### src/rtl/pipeline_hazard_controller_pkg.sv
// pipeline_hazard_controller_pkg: shared state encoding, jump codes and redirect helper
package pipeline_hazard_controller_pkg;

    typedef enum logic {
        RUN       = 1'b0,
        MULT_WAIT = 1'b1
    } state_t;

    localparam logic [1:0] JUMP_NONE = 2'b00;

    function automatic logic is_redirect(input logic branch_taken, input logic [1:0] jump_sig);
        return branch_taken | (jump_sig != JUMP_NONE);
    endfunction

endpackage

### src/rtl/pipeline_hazard_controller_if.sv
// pipeline_hazard_controller_if: ID/EX/MEM hazard inputs and pipeline control outputs
interface pipeline_hazard_controller_if;

    logic [4:0]  IDRs;
    logic [4:0]  IDRt;
    logic        IDUsesRt;
    logic        IDReadsHiLo;
    logic        MultStart;
    logic        EXMemRead;
    logic [4:0]  EXDestReg;
    logic        BranchTaken;
    logic [1:0]  JumpSig;
    logic        PCWrite;
    logic        IFIDWrite;
    logic        IFIDFlush;
    logic        IDEXFlush;
    logic        EXMEMFlush;
    logic        MultBusy;
    logic [15:0] StallCycles;

    modport master (
        output IDRs, IDRt, IDUsesRt, IDReadsHiLo, MultStart,
        output EXMemRead, EXDestReg, BranchTaken, JumpSig,
        input  PCWrite, IFIDWrite, IFIDFlush, IDEXFlush, EXMEMFlush,
        input  MultBusy, StallCycles
    );

    modport slave (
        input  IDRs, IDRt, IDUsesRt, IDReadsHiLo, MultStart,
        input  EXMemRead, EXDestReg, BranchTaken, JumpSig,
        output PCWrite, IFIDWrite, IFIDFlush, IDEXFlush, EXMEMFlush,
        output MultBusy, StallCycles
    );

endinterface

### src/rtl/pipeline_hazard_controller_load_use_detect.sv
// load_use_detect: flags an ID instruction that reads the destination of a load still in EX
module load_use_detect (
    input  logic       i_ex_mem_read,
    input  logic [4:0] i_ex_dest_reg,
    input  logic [4:0] i_id_rs,
    input  logic [4:0] i_id_rt,
    input  logic       i_id_uses_rt,
    output logic       o_load_stall
);

    logic w_rs_hit;
    logic w_rt_hit;

    // $zero is never a real dependency, and Rt only matters when the instruction reads it
    always_comb begin
        w_rs_hit     = i_ex_dest_reg == i_id_rs;
        w_rt_hit     = i_id_uses_rt && (i_ex_dest_reg == i_id_rt);
        o_load_stall = i_ex_mem_read && (i_ex_dest_reg != 5'd0) && (w_rs_hit || w_rt_hit);
    end

endmodule

### src/rtl/pipeline_hazard_controller.sv
// pipeline_hazard_controller: stall/flush control for load-use, mult/div occupancy and redirects
module pipeline_hazard_controller
    import pipeline_hazard_controller_pkg::*;
#(
    parameter int MULT_LATENCY = 4
) (
    input  logic                         Clk,
    input  logic                         Rst_n,
    pipeline_hazard_controller_if.slave  bus
);

    localparam logic [3:0] CNT_LOAD = 4'(MULT_LATENCY - 1);

    state_t      r_state;
    logic [3:0]  r_mult_cnt;
    logic [15:0] r_stall_cycles;
    logic        w_redirect;
    logic        w_load_stall;
    logic        w_mult_stall;
    logic        w_stall;

    load_use_detect u_load_use_detect (
        .i_ex_mem_read (bus.EXMemRead),
        .i_ex_dest_reg (bus.EXDestReg),
        .i_id_rs       (bus.IDRs),
        .i_id_rt       (bus.IDRt),
        .i_id_uses_rt  (bus.IDUsesRt),
        .o_load_stall  (w_load_stall)
    );

    // hazard classification: a redirect flushes everything younger, so it overrides any stall
    always_comb begin
        w_redirect   = is_redirect(bus.BranchTaken, bus.JumpSig);
        w_mult_stall = (r_state == MULT_WAIT) && (bus.IDReadsHiLo || bus.MultStart);
        w_stall      = (w_load_stall || w_mult_stall) && !w_redirect;
    end

    // pipeline controls; while in reset the front end is frozen and every stage flushed
    always_comb begin
        bus.PCWrite     = Rst_n && !w_stall;
        bus.IFIDWrite   = Rst_n && !w_stall;
        bus.IFIDFlush   = !Rst_n || w_redirect;
        bus.IDEXFlush   = !Rst_n || w_redirect || w_stall;
        bus.EXMEMFlush  = !Rst_n || w_redirect;
        bus.MultBusy    = r_state == MULT_WAIT;
        bus.StallCycles = r_stall_cycles;
    end

    // mult/div occupancy: a flushed or stalled issue never starts the unit, redirects never cut it short
    always_ff @(posedge Clk or negedge Rst_n) begin
        if (!Rst_n) begin
            r_state    <= RUN;
            r_mult_cnt <= 4'd0;
        end else if (r_state == RUN) begin
            if (bus.MultStart && !w_redirect && !w_load_stall) begin
                r_state    <= MULT_WAIT;
                r_mult_cnt <= CNT_LOAD;
            end
        end else if (r_mult_cnt == 4'd0) begin
            r_state <= RUN;
        end else begin
            r_mult_cnt <= r_mult_cnt - 4'd1;
        end
    end

    // saturating count of cycles in which the PC was held
    always_ff @(posedge Clk or negedge Rst_n) begin
        if (!Rst_n)
            r_stall_cycles <= 16'd0;
        else if (!bus.PCWrite && r_stall_cycles != 16'hFFFF)
            r_stall_cycles <= r_stall_cycles + 16'd1;
    end

endmodule

### src/flat_wrapper.sv
// flat-port wrapper written by rule: the top's interface ports become plain ports
module pipeline_hazard_controller_flat import pipeline_hazard_controller_pkg::*;
#(
    parameter int MULT_LATENCY = 4
)
  (Clk, Rst_n, bus_IDRs, bus_IDRt, bus_IDUsesRt, bus_IDReadsHiLo, bus_MultStart, bus_EXMemRead, bus_EXDestReg, bus_BranchTaken, bus_JumpSig, bus_PCWrite, bus_IFIDWrite, bus_IFIDFlush, bus_IDEXFlush, bus_EXMEMFlush, bus_MultBusy, bus_StallCycles);
  pipeline_hazard_controller_if bus_i ();
  input  logic Clk;
  input  logic Rst_n;
  input wire logic [$bits(bus_i.IDRs)-1:0] bus_IDRs;
  input wire logic [$bits(bus_i.IDRt)-1:0] bus_IDRt;
  input wire logic [$bits(bus_i.IDUsesRt)-1:0] bus_IDUsesRt;
  input wire logic [$bits(bus_i.IDReadsHiLo)-1:0] bus_IDReadsHiLo;
  input wire logic [$bits(bus_i.MultStart)-1:0] bus_MultStart;
  input wire logic [$bits(bus_i.EXMemRead)-1:0] bus_EXMemRead;
  input wire logic [$bits(bus_i.EXDestReg)-1:0] bus_EXDestReg;
  input wire logic [$bits(bus_i.BranchTaken)-1:0] bus_BranchTaken;
  input wire logic [$bits(bus_i.JumpSig)-1:0] bus_JumpSig;
  output wire logic [$bits(bus_i.PCWrite)-1:0] bus_PCWrite;
  output wire logic [$bits(bus_i.IFIDWrite)-1:0] bus_IFIDWrite;
  output wire logic [$bits(bus_i.IFIDFlush)-1:0] bus_IFIDFlush;
  output wire logic [$bits(bus_i.IDEXFlush)-1:0] bus_IDEXFlush;
  output wire logic [$bits(bus_i.EXMEMFlush)-1:0] bus_EXMEMFlush;
  output wire logic [$bits(bus_i.MultBusy)-1:0] bus_MultBusy;
  output wire logic [$bits(bus_i.StallCycles)-1:0] bus_StallCycles;
  assign bus_i.IDRs = bus_IDRs;
  assign bus_i.IDRt = bus_IDRt;
  assign bus_i.IDUsesRt = bus_IDUsesRt;
  assign bus_i.IDReadsHiLo = bus_IDReadsHiLo;
  assign bus_i.MultStart = bus_MultStart;
  assign bus_i.EXMemRead = bus_EXMemRead;
  assign bus_i.EXDestReg = bus_EXDestReg;
  assign bus_i.BranchTaken = bus_BranchTaken;
  assign bus_i.JumpSig = bus_JumpSig;
  assign bus_PCWrite = bus_i.PCWrite;
  assign bus_IFIDWrite = bus_i.IFIDWrite;
  assign bus_IFIDFlush = bus_i.IFIDFlush;
  assign bus_IDEXFlush = bus_i.IDEXFlush;
  assign bus_EXMEMFlush = bus_i.EXMEMFlush;
  assign bus_MultBusy = bus_i.MultBusy;
  assign bus_StallCycles = bus_i.StallCycles;
  pipeline_hazard_controller #(.MULT_LATENCY(MULT_LATENCY)) u_core (.Clk(Clk), .Rst_n(Rst_n), .bus(bus_i));
endmodule
### config.mk
export PLATFORM = sky130hd
export DESIGN_NAME = pipeline_hazard_controller_flat
export DESIGN_NICKNAME = d
export VERILOG_FILES = /design/src/rtl/pipeline_hazard_controller_pkg.sv /design/src/rtl/pipeline_hazard_controller_if.sv /design/src/rtl/pipeline_hazard_controller_load_use_detect.sv /design/src/rtl/pipeline_hazard_controller.sv /design/src/flat_wrapper.sv
export SDC_FILE = /design/constraint.sdc
export NUM_CORES = 1
export LEC_CHECK = 0
export CORE_AREA = 2 2 55 57
export DETAILED_ROUTE_END_ITERATION = 8
export DIE_AREA = 0 0 57 59
export PLACE_DENSITY = 0.82
export SKIP_LAST_GASP = 1
export SLEW_MARGIN = 40
export SYNTH_ARGS = -nofsm -noshare
export SYNTH_HDL_FRONTEND = slang
export SYNTH_SLANG_ARGS = --single-unit
### constraint.sdc
create_clock -name Clk -period 5.7 [get_ports Clk]
set_input_delay 1.14 -clock Clk [delete_from_list [all_inputs] [get_ports Clk]]
set_output_delay 1.14 -clock Clk [all_outputs]
set_load 0.005 [all_outputs]
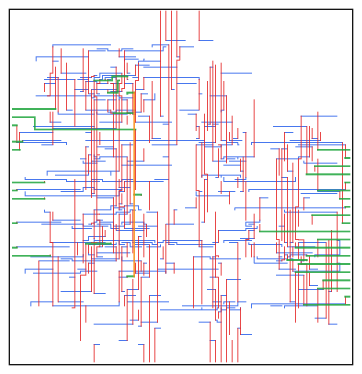
(wiring by layer)
Scale: 6 px per µm.
[orange] M4 | wire length: 30.6 µm
[blue] M1 | wire length: 1080 µm
[red] M2 | wire length: 1300 µm
[green] M3 | wire length: 183 µm
vias after detailed routing: 997
DR WL/cell: 13.7 µm

==> run summary <==
Category of the worst setup path launch point = input pin
# diodes = 0
Number of global-route vias before repair = 978
Final HPWL from detailed placement = 2060 µm
Reg2Reg Depth = 7
# rows = 19
Slew at the pin closest to its max-slew limit = 0.548 ns
Met2 wirelength from detailed routing = 1300 µm
CTS sink cnt = 21
Crit Path Max Fanout = 16
Highest metal used = met4
Count of instances resized after the clock tree is built = 0
Die Height = 59 µm
Number of design-rule violations left by the first detailed-router iteration = 21
Final sum of negative setup slack = 0 ns
Number of warnings issued by yosys = 0
Maximum number of pins on one net before global-route repair = 17
Iteration tally of the first detailed-router pass = 4
Result of the run = complete, no violations
Total GRT Usage = 0.161
Global-route wire length before repair = 4210 µm
Final net count = 186
I/O pin cnt = 46
Critical path's largest stage delay = 0.47 ns
Cell count after placement = 186
GPL Wtd Cong = 0.784
Cell area after technology mapping = 1180 µm²
Synthesis-stage register bit count = 21
Share of the core filled by cells before placement = 0.437
Area of the synthesized netlist per yosys stat = 1180 µm²
Worst Hold Slack = 0.510 ns
Vias per cell = 5.25
Cell Type Count = 32
Remaining antenna violation count after routing = 0
Setup repair after global routing missed its margin = no
CTS tree = built
Commonest register cell after synthesis = sky130_fd_sc_hd__dfrtp_1
Clock root buffer master = sky130_fd_sc_hd__clkbuf_4
Post-cts hold buffer count = 0
Average instance area after synthesis = 10.5 µm²
FFs w/ async S/R, synth = 1.00
Area added between synthesis and finish = 41.6%
Clock latency of the later-clocked register in the worst-skew pair = 0.30 ns
Min-delay src = u_core.r_mult_cnt[0]$_DFFE_PN0P_
Number of standard cells reported by yosys = 113
Residual overflow from global routing = 0
Total power divided by cell area = 298 nW/µm²
Cell count after synthesis = 113
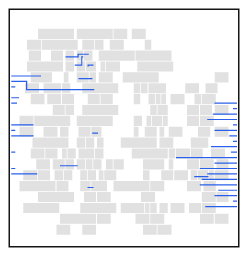
(metal 3)
Scale: 4 px per µm.
longest straight run: 16.8 µm
wire length on this layer: 183 µm
share of all routed wire: 7.0%
total wirelength of the detailed-routed design: 2600 µm
met3 layer usage reported by global route: 0.0371

per-stage QoR:
step | area (µm²) | power [µW] | util
floorplan | 1180 | 333 | -
global placement | 1650 | 425 | 0.609
detailed placement | 1650 | 434 | 0.609
CTS | 1680 | 507 | 0.619
global route | 1680 | 535 | 0.619
finish | 1680 | 499 | 0.619
synthesized netlist by cell type, drive strengths merged (4+ instances only):
library cell,instances,area share
o21ai,4,0.026
nand3,6,0.025
nand4,9,0.048
nand2,6,0.019
nor3,5,0.021
and3,5,0.026
buf,4,0.026
dfrtp,21,0.44
xor2,10,0.074
xnor2,15,0.11
and2,4,0.021
nor2,4,0.013
worst max-delay path, delay by kind of cell:
kind	cells	cell delay, ns
and+or+nand+nor	1	0.27
AOI/OAI and AO/OA	3	0.73
xor gates and xnor gates	1	0.20
buffers and inverters	3	1.03
area by class of cell:
class                   instances  area [µm²]
fillers                       244        1030
inverters                       3        11.3
clock inverters                 1        5.00
clock buffers                   3        22.5
multi-input cells              85         617
flip-flops and latches         21         526
well taps                      31        38.8
repair buffers                 46         458
how the worst min path moves through the flow:
stage	end	slack (ns)	cells past startpoint
after floorplan	u_core.r_mult_cnt[2]$_DFFE_PN0P_	0.47	1
after global placement	u_core.bus.StallCycles[4]$_DFFE_PN0P_	0.48	1
after detailed placement	u_core.bus.StallCycles[9]$_DFFE_PN0P_	0.50	1
after CTS	u_core.r_mult_cnt[0]$_DFFE_PN0P_	0.51	1
after global routing	u_core.bus.StallCycles[9]$_DFFE_PN0P_	0.53	1
final	u_core.r_mult_cnt[0]$_DFFE_PN0P_	0.51	1
power by group:
part           switching (µW)  internal, µW
logic                    76.0           122
clock network            44.1          26.2
registers                41.1           190
total                     161           338
logic make-up (layout without fill, tap and decap cells):
group	Yosys count	in the layout	synth area share
multiplexers	2	2	0.0222
AND/OR/NAND/NOR	47	47	0.237
XOR/XNOR	25	25	0.185
flip-flops	21	21	0.444
buffers and inverters	7	53	0.0359
AND-OR/OR-AND	9	9	0.0560
adder cells (fa/ha/maj)	2	2	0.0211
flip-flops by register name, indices dropped and copies added (netlist names):
name / count
u_core.r_mult_cnt: 4
u_core.bus.StallCycles: 16
u_core.bus.MultBusy: 1
routing by layer:
layer | up-vias | GRT usage
met1 | 462 | 0.194
met4 | 0 | 0.0498
li1 | 487 | -
met2 | 45 | 0.287
met3 | 3 | 0.0371
met5 | - | 0
Power and IR drop assume default switching activity.
